<file path="config.mk">
export PLATFORM = sky130hd
export DESIGN_NAME = pipe_issue_ctrl
export DESIGN_NICKNAME = d
export VERILOG_FILES = /design/src/rtl/pipe_ctrl_pkg.sv /design/src/rtl/pipe_hazard_cmp.sv /design/src/rtl/pipe_issue_ctrl.sv
export SDC_FILE = /design/constraint.sdc
export NUM_CORES = 1
export LEC_CHECK = 0
export CORE_MARGIN = 3
export CORE_UTILIZATION = 48
export CTS_BUF_LIST = sky130_fd_sc_hd__clkbuf_4
export DETAILED_ROUTE_END_ITERATION = 8
export PLACE_DENSITY = 0.81
export SLEW_MARGIN = 20
export SYNTH_ARGS = -nofsm -noshare
export SYNTH_HDL_FRONTEND = slang
export SYNTH_SLANG_ARGS = --single-unit
export TNS_END_PERCENT = 50
</file>
<file path="constraint.sdc">
create_clock -name clk -period 1.9 [get_ports clk]
set_input_delay 0.19 -clock clk [delete_from_list [all_inputs] [get_ports clk]]
set_output_delay 0.19 -clock clk [all_outputs]
set_load 0.1 [all_outputs]
</file>
<file path="src/rtl/pipe_ctrl_pkg.sv">
// Shared definitions for the ID->EX->WB issue controller: datapath widths,
// the multi-cycle ALU function code, the EX-stage FSM encoding and the
// width of the multi-cycle occupancy counter.
package pipe_ctrl_pkg;

  localparam int unsigned REG_AW   = 3;  // register address width, r0 hardwired zero
  localparam int unsigned FUNC_W   = 2;  // ALU function code width
  localparam int unsigned MC_CNT_W = 4;  // holds MC_LAT up to 15

  localparam logic [FUNC_W-1:0] FUNC_MC = 2'b11;

  typedef enum logic [1:0] {
    EX_IDLE = 2'd0,
    EX_RUN  = 2'd1,
    EX_MC   = 2'd2
  } ex_state_e;

endpackage

</file>
<file path="src/rtl/pipe_hazard_cmp.sv">
// Combinational RAW comparator: matches the presented instruction's used
// sources against the live EX and WB destinations. Register 0 never matches.
// With FORWARD_EN defined a WB match becomes a forward select instead of a
// hazard; an EX match always remains a hazard.
module pipe_hazard_cmp
  import pipe_ctrl_pkg::*;
(
  input  logic [REG_AW-1:0] rs1,
  input  logic [REG_AW-1:0] rs2,
  input  logic              uses_rs2,
  input  logic              ex_valid,
  input  logic [REG_AW-1:0] ex_rd,
  input  logic              wb_valid,
  input  logic [REG_AW-1:0] wb_rd,
`ifdef FORWARD_EN
  output logic              fwd_rs1_wb,
  output logic              fwd_rs2_wb,
`endif
  output logic              hazard
);

  logic ex_m1, ex_m2, wb_m1, wb_m2;

  // Per-source, per-stage match terms and the resulting hazard.
  always_comb begin
    ex_m1  = (rs1 != '0) && ex_valid && (rs1 == ex_rd);
    ex_m2  = uses_rs2 && (rs2 != '0) && ex_valid && (rs2 == ex_rd);
    wb_m1  = (rs1 != '0) && wb_valid && (rs1 == wb_rd);
    wb_m2  = uses_rs2 && (rs2 != '0) && wb_valid && (rs2 == wb_rd);
`ifdef FORWARD_EN
    hazard     = ex_m1 | ex_m2;
    fwd_rs1_wb = wb_m1;
    fwd_rs2_wb = wb_m2;
`else
    hazard     = ex_m1 | ex_m2 | wb_m1 | wb_m2;
`endif
  end

endmodule

</file>
<file path="src/rtl/pipe_issue_ctrl.sv">
// Issue/sequencing controller for the ID->EX->WB path. Accepts one decoded
// instruction per cycle, stalls on RAW hazards and while a multi-cycle ALU op
// occupies EX, and produces the WB register-file write strobe.
// Optional feature macro: FORWARD_EN (WB-stage operand forwarding; adds the
// fwd_rs1_wb / fwd_rs2_wb outputs). Widths come from pipe_ctrl_pkg.
module pipe_issue_ctrl
  import pipe_ctrl_pkg::*;
#(
  parameter int unsigned MC_LAT = 3  // EX occupancy of FUNC_MC, legal 2..15
) (
  input  logic              clk,
  input  logic              reset,
  input  logic              instr_valid,
  output logic              instr_ready,
  input  logic [FUNC_W-1:0] id_func,
  input  logic [REG_AW-1:0] id_rd,
  input  logic [REG_AW-1:0] id_rs1,
  input  logic [REG_AW-1:0] id_rs2,
  input  logic              id_uses_rs2,
  input  logic              flush,
  output logic              ex_valid,
  output logic [FUNC_W-1:0] alu_control,
  output logic              wb_write,
  output logic [REG_AW-1:0] wb_rd,
  output logic              stall,
`ifdef FORWARD_EN
  output logic              fwd_rs1_wb,
  output logic              fwd_rs2_wb,
`endif
  output logic              busy
);

  localparam logic [MC_CNT_W-1:0] McLoad = MC_CNT_W'(MC_LAT);
  localparam logic [MC_CNT_W-1:0] CntOne = MC_CNT_W'(1);

  ex_state_e           state_q, state_d;
  logic [MC_CNT_W-1:0] cnt_q, cnt_d;

  logic              ex_valid_q;
  logic [REG_AW-1:0] ex_rd_q;
  logic [FUNC_W-1:0] alu_q;
  logic              wb_valid_q;
  logic [REG_AW-1:0] wb_rd_q;

  logic hazard, ex_hold, issue, ex_retire;

`ifdef FORWARD_EN
  logic fwd1_c, fwd2_c, fwd1_q, fwd2_q;
`endif

  pipe_hazard_cmp u_hazard (
    .rs1        (id_rs1),
    .rs2        (id_rs2),
    .uses_rs2   (id_uses_rs2),
    .ex_valid   (ex_valid_q),
    .ex_rd      (ex_rd_q),
    .wb_valid   (wb_valid_q),
    .wb_rd      (wb_rd_q),
`ifdef FORWARD_EN
    .fwd_rs1_wb (fwd1_c),
    .fwd_rs2_wb (fwd2_c),
`endif
    .hazard     (hazard)
  );

  // EX FSM state and multi-cycle counter register.
  always_ff @(posedge clk) begin
    if (reset) begin
      state_q <= EX_IDLE;
      cnt_q   <= '0;
    end else begin
      state_q <= state_d;
      cnt_q   <= cnt_d;
    end
  end

  // EX FSM next state; the last MC cycle accepts a new issue like EX_RUN.
  always_comb begin
    state_d = state_q;
    cnt_d   = cnt_q;
    if (flush) begin
      state_d = EX_IDLE;
      cnt_d   = '0;
    end else begin
      unique case (state_q)
        EX_MC: begin
          if (cnt_q != CntOne) begin
            cnt_d = cnt_q - CntOne;
          end else if (issue) begin
            state_d = (id_func == FUNC_MC) ? EX_MC : EX_RUN;
            cnt_d   = (id_func == FUNC_MC) ? McLoad : '0;
          end else begin
            state_d = EX_IDLE;
            cnt_d   = '0;
          end
        end
        EX_IDLE, EX_RUN: begin
          if (issue) begin
            state_d = (id_func == FUNC_MC) ? EX_MC : EX_RUN;
            cnt_d   = (id_func == FUNC_MC) ? McLoad : '0;
          end else begin
            state_d = EX_IDLE;
            cnt_d   = '0;
          end
        end
        default: begin
          state_d = EX_IDLE;
          cnt_d   = '0;
        end
      endcase
    end
  end

  // Handshake, stall and retire decode from current state.
  always_comb begin
    ex_hold     = (state_q == EX_MC) && (cnt_q != CntOne);
    instr_ready = ~reset & ~hazard & ~ex_hold;
    stall       = instr_valid & (hazard | ex_hold);
    // A flush discards the issue and the EX instruction before it reaches WB.
    issue       = instr_valid & instr_ready & ~flush;
    ex_retire   = ex_valid_q & ~ex_hold & ~flush;
  end

  // EX and WB pipeline registers; alu_control only moves on issue.
  always_ff @(posedge clk) begin
    if (reset) begin
      ex_valid_q <= 1'b0;
      ex_rd_q    <= '0;
      alu_q      <= '0;
      wb_valid_q <= 1'b0;
      wb_rd_q    <= '0;
    end else begin
      ex_valid_q <= ~flush & (issue | ex_hold);
      if (issue) begin
        ex_rd_q <= id_rd;
        alu_q   <= id_func;
      end
      wb_valid_q <= ex_retire;
      if (ex_retire) begin
        wb_rd_q <= ex_rd_q;
      end
    end
  end

`ifdef FORWARD_EN
  // Forward selects travel into EX with the instruction they belong to.
  always_ff @(posedge clk) begin
    if (reset || flush) begin
      fwd1_q <= 1'b0;
      fwd2_q <= 1'b0;
    end else if (issue) begin
      fwd1_q <= fwd1_c;
      fwd2_q <= fwd2_c;
    end else if (!ex_hold) begin
      fwd1_q <= 1'b0;
      fwd2_q <= 1'b0;
    end
  end

  assign fwd_rs1_wb = fwd1_q;
  assign fwd_rs2_wb = fwd2_q;
`endif

  assign ex_valid    = ex_valid_q;
  assign alu_control = alu_q;
  assign wb_write    = wb_valid_q & (wb_rd_q != '0);
  assign wb_rd       = wb_rd_q;
  assign busy        = ex_valid_q | wb_valid_q;

endmodule

</file>
### Wiring by layer, run 1

Scale: 8 px per um.
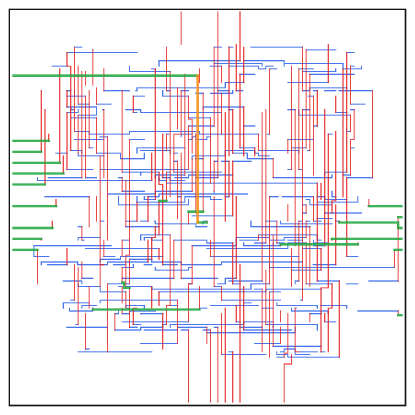
met3 -> green  # wire length 115 um
met1 -> blue  # wire length 988 um
met2 -> red  # wire length 1,180 um
met4 -> orange  # wire length 18.4 um
WL final: 2300 um
overall track demand over capacity in global routing: 20.6%
drt wl/cell: 14.3 um
via count: 821

### M2 wires, run 1

Scale: 6 px per um.
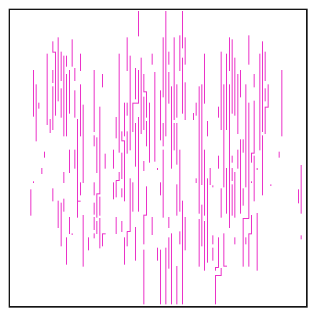
nets with wire on the layer = 136
wire length on this layer = 1,180 um
longest straight run = 23.8 um
main direction = vertical
global-route met2 utilization: 36.8%

==> changes_impl.md, run 1 <==
## Flow update

- Worst slack at placement: -0.118 ns
- Post-detailed-route via-to-cell ratio: 5.10
- Post-synthesis cell count from yosys: 92
- Vias in the first global route: about 860
- Slew at the pin with the worst max-slew slack: 0.299 ns
- Remaining routing DRC violations: 0
- Clock tree root buffer cell: sky130_fd_sc_hd__clkbuf_4
- TritonCTS clock tree: done
- Final Hold Slack: 0.468 ns
- Fin crit share: 111%
- Most frequent standard cell in the layout excluding fill and tap cells: sky130_fd_sc_hd__buf_4
- Maximum number of pins on one net before global-route repair: 16
- Quantity of I/O buffers inserted on ports: 25
- Ratio of cells with drive above 1 in the final layout: 36.0%
- F_max: approximately 0.47 GHz
- Post-Layout Cell Count: between 150 and 200
- Startpoint of the worst-slack reg-to-reg timing path: cnt_q[1]
- Number of buffers on the longest clock path: 2
- Failing checks: setup timing
- Post-synthesis cell type with the largest instance count: sky130_fd_sc_hd__dfxtp_1
- Area of the die: 2440 sq um
- Summed instance area of the synthesized netlist: 902 sq um
- Half-perimeter wire length after detailed placement: 1800 um
- Post-CTS setup-driven buffer insertion count: 2
- Time the final worst path needs with I/O delays and setup: 2.11 ns
- Max stage delay cell, worst path: sky130_fd_sc_hd__or3b_4
- H-tree levels: 1
- Sort of element at the start of the critical path: register
- Top FF cell, synth: sky130_fd_sc_hd__dfxtp_1
- Gr ovfl total: 0
- Share of flip-flops with an asynchronous set or reset: 0%
- Status: finished with violations
- Worst hold-check path type: input port to register
- Hold Path End: ex_rd_q[1]
- Crit path buf inv count: 3
- Reg2reg end: alu_control[0]
- Clk_skew: 0.0109 ns
- Reg2Reg Setup Slack: -0.16 ns
- Ordered cell list for the critical path: inv_2 -> ha_4 -> or3b_4 -> nand3b_4 -> o41ai_4 -> buf_4 -> nor4_4 -> buf_12
- Maximum fanout along the worst path: 3
- Core utilization of the finished layout: 81.1%
- Worst slew margin relative to its limit: 80.1%
- Path depth of the worst reg2reg path: 11
- Setup violation total in the final timing report: 11
- Hold buffer count at CTS: 0
- WP data required: 1.71 ns
- Placed Cells: 154
- Mapped Cells: 92
- Worst-case setup margin in the final layout: -0.215 ns
- Met2 wire length: 1180 um
- Biggest area consumer among synthesized cells: sky130_fd_sc_hd__dfxtp_1
- Cell area after placement: roughly 1300 sq um
- Iteration-0 DRC Markers: 25
- Yosys stat area: between 900 and 1000 sq um
- Hold Startpoint: id_rd[1]
- Hold Vio Cnt, Final: 0
- Met1 routed wirelength after detailed routing: approximately 1000 um
- Top logic cells by instance count in the layout: sky130_fd_sc_hd__buf_4, sky130_fd_sc_hd__clkdlybuf4s50_1, sky130_fd_sc_hd__nand2b_1, sky130_fd_sc_hd__dfxtp_1
- Power density over the cells: 519 nW/um^2
- Initial antenna violation count: 0
- Clock-pin slew on the worst setup and hold paths: 0.10 ns
- Length of routed met3 wiring: 114 um
- Total Power Consumption: 0.000735 W
- Flip-flops with a built-in enable: 0
- Share of Yosys cell area claimed by the top area cell type: 35.5%
- Cell class contributing the biggest share of worst-path delay: simple AND/OR/NAND/NOR gates
- Longest individual stage delay on the worst path: around 0.39 ns
- Final design area excluding fillers: 1420 sq um
- Count of standard-cell rows: 15
- Post-CTS resize count: 6
- Share of synthesized area occupied by flip-flops and latches: between 30% and 40%
- Max-slew violation count: 0
- RD Place Congestion: about 0.75
- First-pass iteration count of the detailed router: 4
- Leak Pwr: around 0.6 nW
- Commonest cells in the netlist: sky130_fd_sc_hd__dfxtp_1, sky130_fd_sc_hd__nand2b_1, sky130_fd_sc_hd__mux2i_1, sky130_fd_sc_hd__nor2_1, sky130_fd_sc_hd__xnor2_1
- Setup tns final: -1.27 ns
- Log Warnings: 30
- Synthesized net count: 110
- Area growth, synth to finish: 56.9%
- Post-route antenna net violation count: 0
- Yosys warnings: 0
- RSZ-0062 raised after global routing: true
- Flop and latch count out of synthesis: 16
- Worst Path Class, Setup: register to output pin
- Mean post-synth cell area: 9.81 sq um
- Count of different cell masters after synthesis: 32
### Supply network, run 1

Scale: 8 px per um. Pins as bars on the die edge. Tap cells in gray.
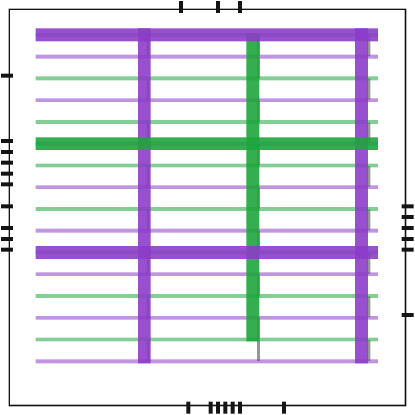
VDD -> green
VSS -> purple
met4 straps = 3
met5 straps = 3
Die Span X: 49.4 um
die y size: 49.4 um
core area: 1750 sq um
peak supply drop: 0.437 mV

### The clock network, run 1

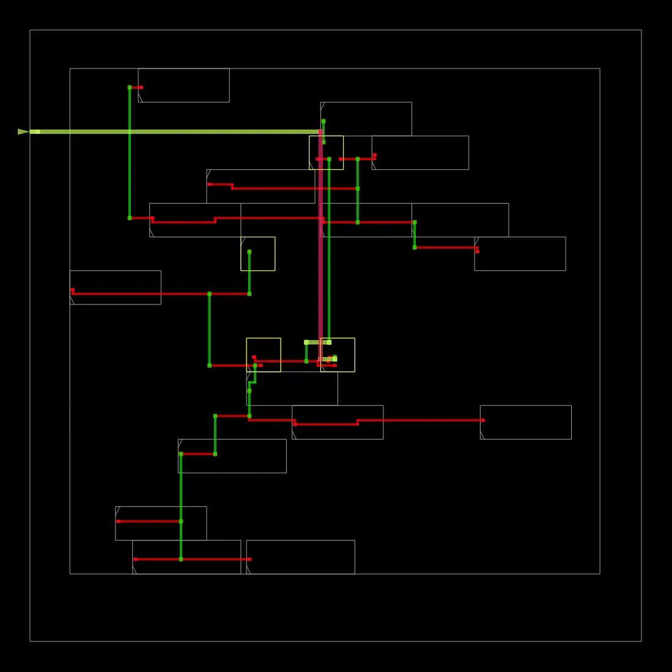
total number of clock tree sinks: 16
clock buffers created by TritonCTS: 3
P_clk: 0.000201 W
latest clock arrival within the worst-skew pair: 0.29 ns

-- run 1: cells by family (layout without fill, tap and decap cells) --
family                   Yosys count  in the layout  synth area share, %
AND-OR/OR-AND                     13             13                 12.3
XOR/XNOR                          12             12                 11.7
adder cells (fa/ha/maj)            2              2                 2.77
buffers and inverters              5             49                 2.08
flip-flops                        16             16                 35.5
multiplexers                       8              8                 8.88
AND/OR/NAND/NOR                   36             36                 26.8
-- run 1: final cells by class --
| type | instances | area (sq um) |
|---|---|---|
| Tap cell | 25 | 31.3 |
| Multi-Input combinational cell | 71 | 623 |
| Timing Repair Buffer | 41 | 378 |
| Clock buffer | 4 | 30.0 |
| Sequential cell | 16 | 338 |
| Inverter | 4 | 15.0 |
| Fill cell | 121 | 330 |
-- run 1: power by group --
group          switching (W)  total, W  leakage [nW]  internal (W)
registers         0.00000868  0.000348         0.134      0.000339
logic              0.0000979  0.000186         0.446     0.0000880
clock network       0.000106  0.000201        0.0184     0.0000957
-- run 1: sequential cells by signal, summed over array words and instances, names as in the netlist --
register and count:
ex_valid 1, state_q 2, wb_valid_q 1, cnt_q 4
alu_control 2, ex_rd_q 3, wb_rd 3
-- run 1: how the worst max path moves through the flow --
| stage | to | startpoint | cells after the start |
|---|---|---|---|
| floorplan | instr_ready | cnt_q[1] | 6 |
| global placement | cnt_q[0] | id_rs1[2] | 6 |
| detailed placement | cnt_q[0] | id_rs1[2] | 6 |
| CTS | instr_ready | cnt_q[1] | 8 |
| global route | instr_ready | cnt_q[1] | 8 |
| finish | instr_ready | cnt_q[1] | 8 |
-- run 1: layer usage --
layer	track usage, %	vias up
li1	-	409
met1	24.3	384
met2	36.8	26
met3	4.28	2
met4	5.69	0
met5	0	-
## Run 2: what changed since run 1
Settings changed: CAP_MARGIN set to 10.
### Supply network, run 2

Scale: 8 px per um. Pins as bars on the die edge. Tap cells in gray.
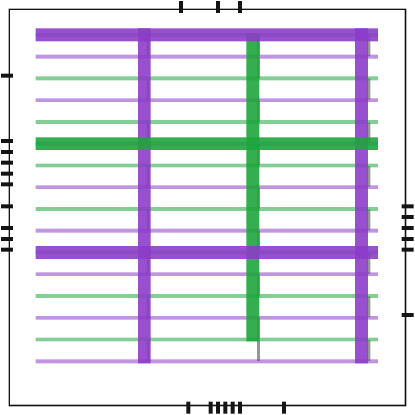
VSS -> purple
VDD -> green
signal pins = 26
met4 straps = 3

### M2 wires, run 2

Scale: 6 px per um.
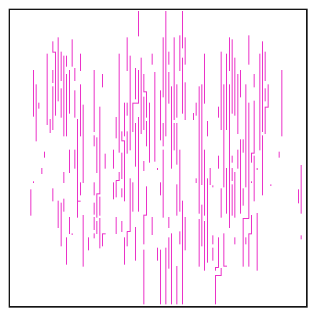
wire length on this layer = 1,180 um
main direction = vertical
nets with wire on the layer = 136
longest straight run = 23.8 um

==> run 2 against run 1 <==
Against the previous run: utilization unchanged; count of clock-buffer cells in the layout is the same; the run still ends with setup timing left; combinational power hardly changed; wire length stayed put; total power did not move.
==> changes_impl.md, run 2 <==
## Flow update

- Initial antenna violation count: 0
- Setup violation total in the final timing report: 11
- Post-synthesis adder-cell area fraction: approximately 2.8%
- Worst-case setup margin in the final layout: -0.215 ns
- Slew at the pin with the worst max-slew slack: 0.299 ns
- Worst hold-check path type: input port to register
- Maximum fanout along the worst path: 3
- Power density over the cells: 519 nW/um^2
- Iteration-0 DRC Markers: 25
- Failing checks: setup timing
- Mean post-synth cell area: around 10 sq um
- TritonCTS clock tree: done
- Fin crit share: 111%
- Post-synthesis cell count from yosys: a little over 90
- Top logic cells by instance count in the layout: sky130_fd_sc_hd__buf_4, sky130_fd_sc_hd__clkdlybuf4s50_1, sky130_fd_sc_hd__nand2b_1, sky130_fd_sc_hd__dfxtp_1
- Clock tree root buffer cell: sky130_fd_sc_hd__clkbuf_4
- Comb area leader: simple AND/OR/NAND/NOR gates
- Via count: ~820
- Clk_skew: 0.0109 ns
- Top FF cell, synth: sky130_fd_sc_hd__dfxtp_1
- Mapped Cells: 92
- Post-detailed-route via-to-cell ratio: 5.10
- Status: finished with violations
- Maximum number of pins on one net before global-route repair: 16
- Portion of total power attributed to the clock network: 27.4%
- Commonest cells in the netlist: sky130_fd_sc_hd__dfxtp_1, sky130_fd_sc_hd__nand2b_1, sky130_fd_sc_hd__mux2i_1, sky130_fd_sc_hd__nor2_1, sky130_fd_sc_hd__xnor2_1
- Core area: 1750 sq um
- Worst Path Class, Setup: register to output pin
- Pint: about 0.00052 W
- Share of Yosys cell area claimed by the top area cell type: a little over a third
- First-pass iteration count of the detailed router: 4
- Sequential-cell power consumption: 0.000348 W
- Max stage delay cell, worst path: sky130_fd_sc_hd__or3b_4
- Area growth, synth to finish: 56.9%
- Clock-pin slew on the worst setup and hold paths: 0.10 ns
- Share of flip-flops with an asynchronous set or reset: 0%
- Clock buffers created by TritonCTS: 3
- RD Place Congestion: ~0.75
- Count of different cell masters after synthesis: 32
[run 2: cell counts in the layout (fill, tap and decap cells not counted)]
Identical to the previous run, type by type.
[run 2: per-layer routing]
metal / up-vias / wire [um] / global-route usage [%]
met2: 26 / 1180 / 36.8
met5: - / 0 / 0
met3: 2 / 114 / 4.28
met1: 384 / 988 / 24.3
met4: 0 / 18 / 5.69
li1: 409 / - / -
[run 2: stage by stage]
step | setup TNS, ns | worst slack (ns) | hold WS (ns) | instance area [sq um]
2_1_floorplan | -0.646 | -0.411 | 0.345 | 953
3_3_place_gp | -0.287 | -0.0644 | 0.471 | 1330
3_5_place_dp | -0.736 | -0.118 | 0.491 | 1330
4_1_cts | -1.29 | -0.224 | 0.463 | 1400
5_1_grt | -2.22 | -0.295 | 0.487 | 1420
6_report | -1.27 | -0.215 | 0.468 | 1420
[run 2: cells by family (layout without fill, tap and decap cells)]
group                      Yosys count  after routing
and+or+nand+nor                     36             36
muxes                                8              8
AOI/OAI and AO/OA                   13             13
xor gates and xnor gates            12             12
adders and majority gates            2              2
DFF                                 16             16
buffers and inverters                5             49
[run 2: timing repair]
item | 4_1_cts | 5_1_grt
setup buffers | 2 | 1
gates resized | 6 | 2
setup endpoints to repair | 10 | 11
pin swaps | 5 | 1
gates cloned | 0 | 0
[run 2: worst max-delay path by stage]
stage	end	slack, ns	depth (start not counted)
floorplan	instr_ready	-0.41	6
global placement	cnt_q[0]	-0.06	6
detailed placement	cnt_q[0]	-0.12	6
CTS	instr_ready	-0.22	8
global route	instr_ready	-0.29	8
finish	instr_ready	-0.21	8
[run 2: area by class of cell]
type | count | area, sq um
fill | 121 | 330
tap | 25 | 31.3
sequential | 16 | 338
clock buffer | 4 | 30.0
multi-input combinational | 71 | 623
timing repair buffer | 41 | 378
inverter | 4 | 15.0
Power and IR drop assume default switching activity.
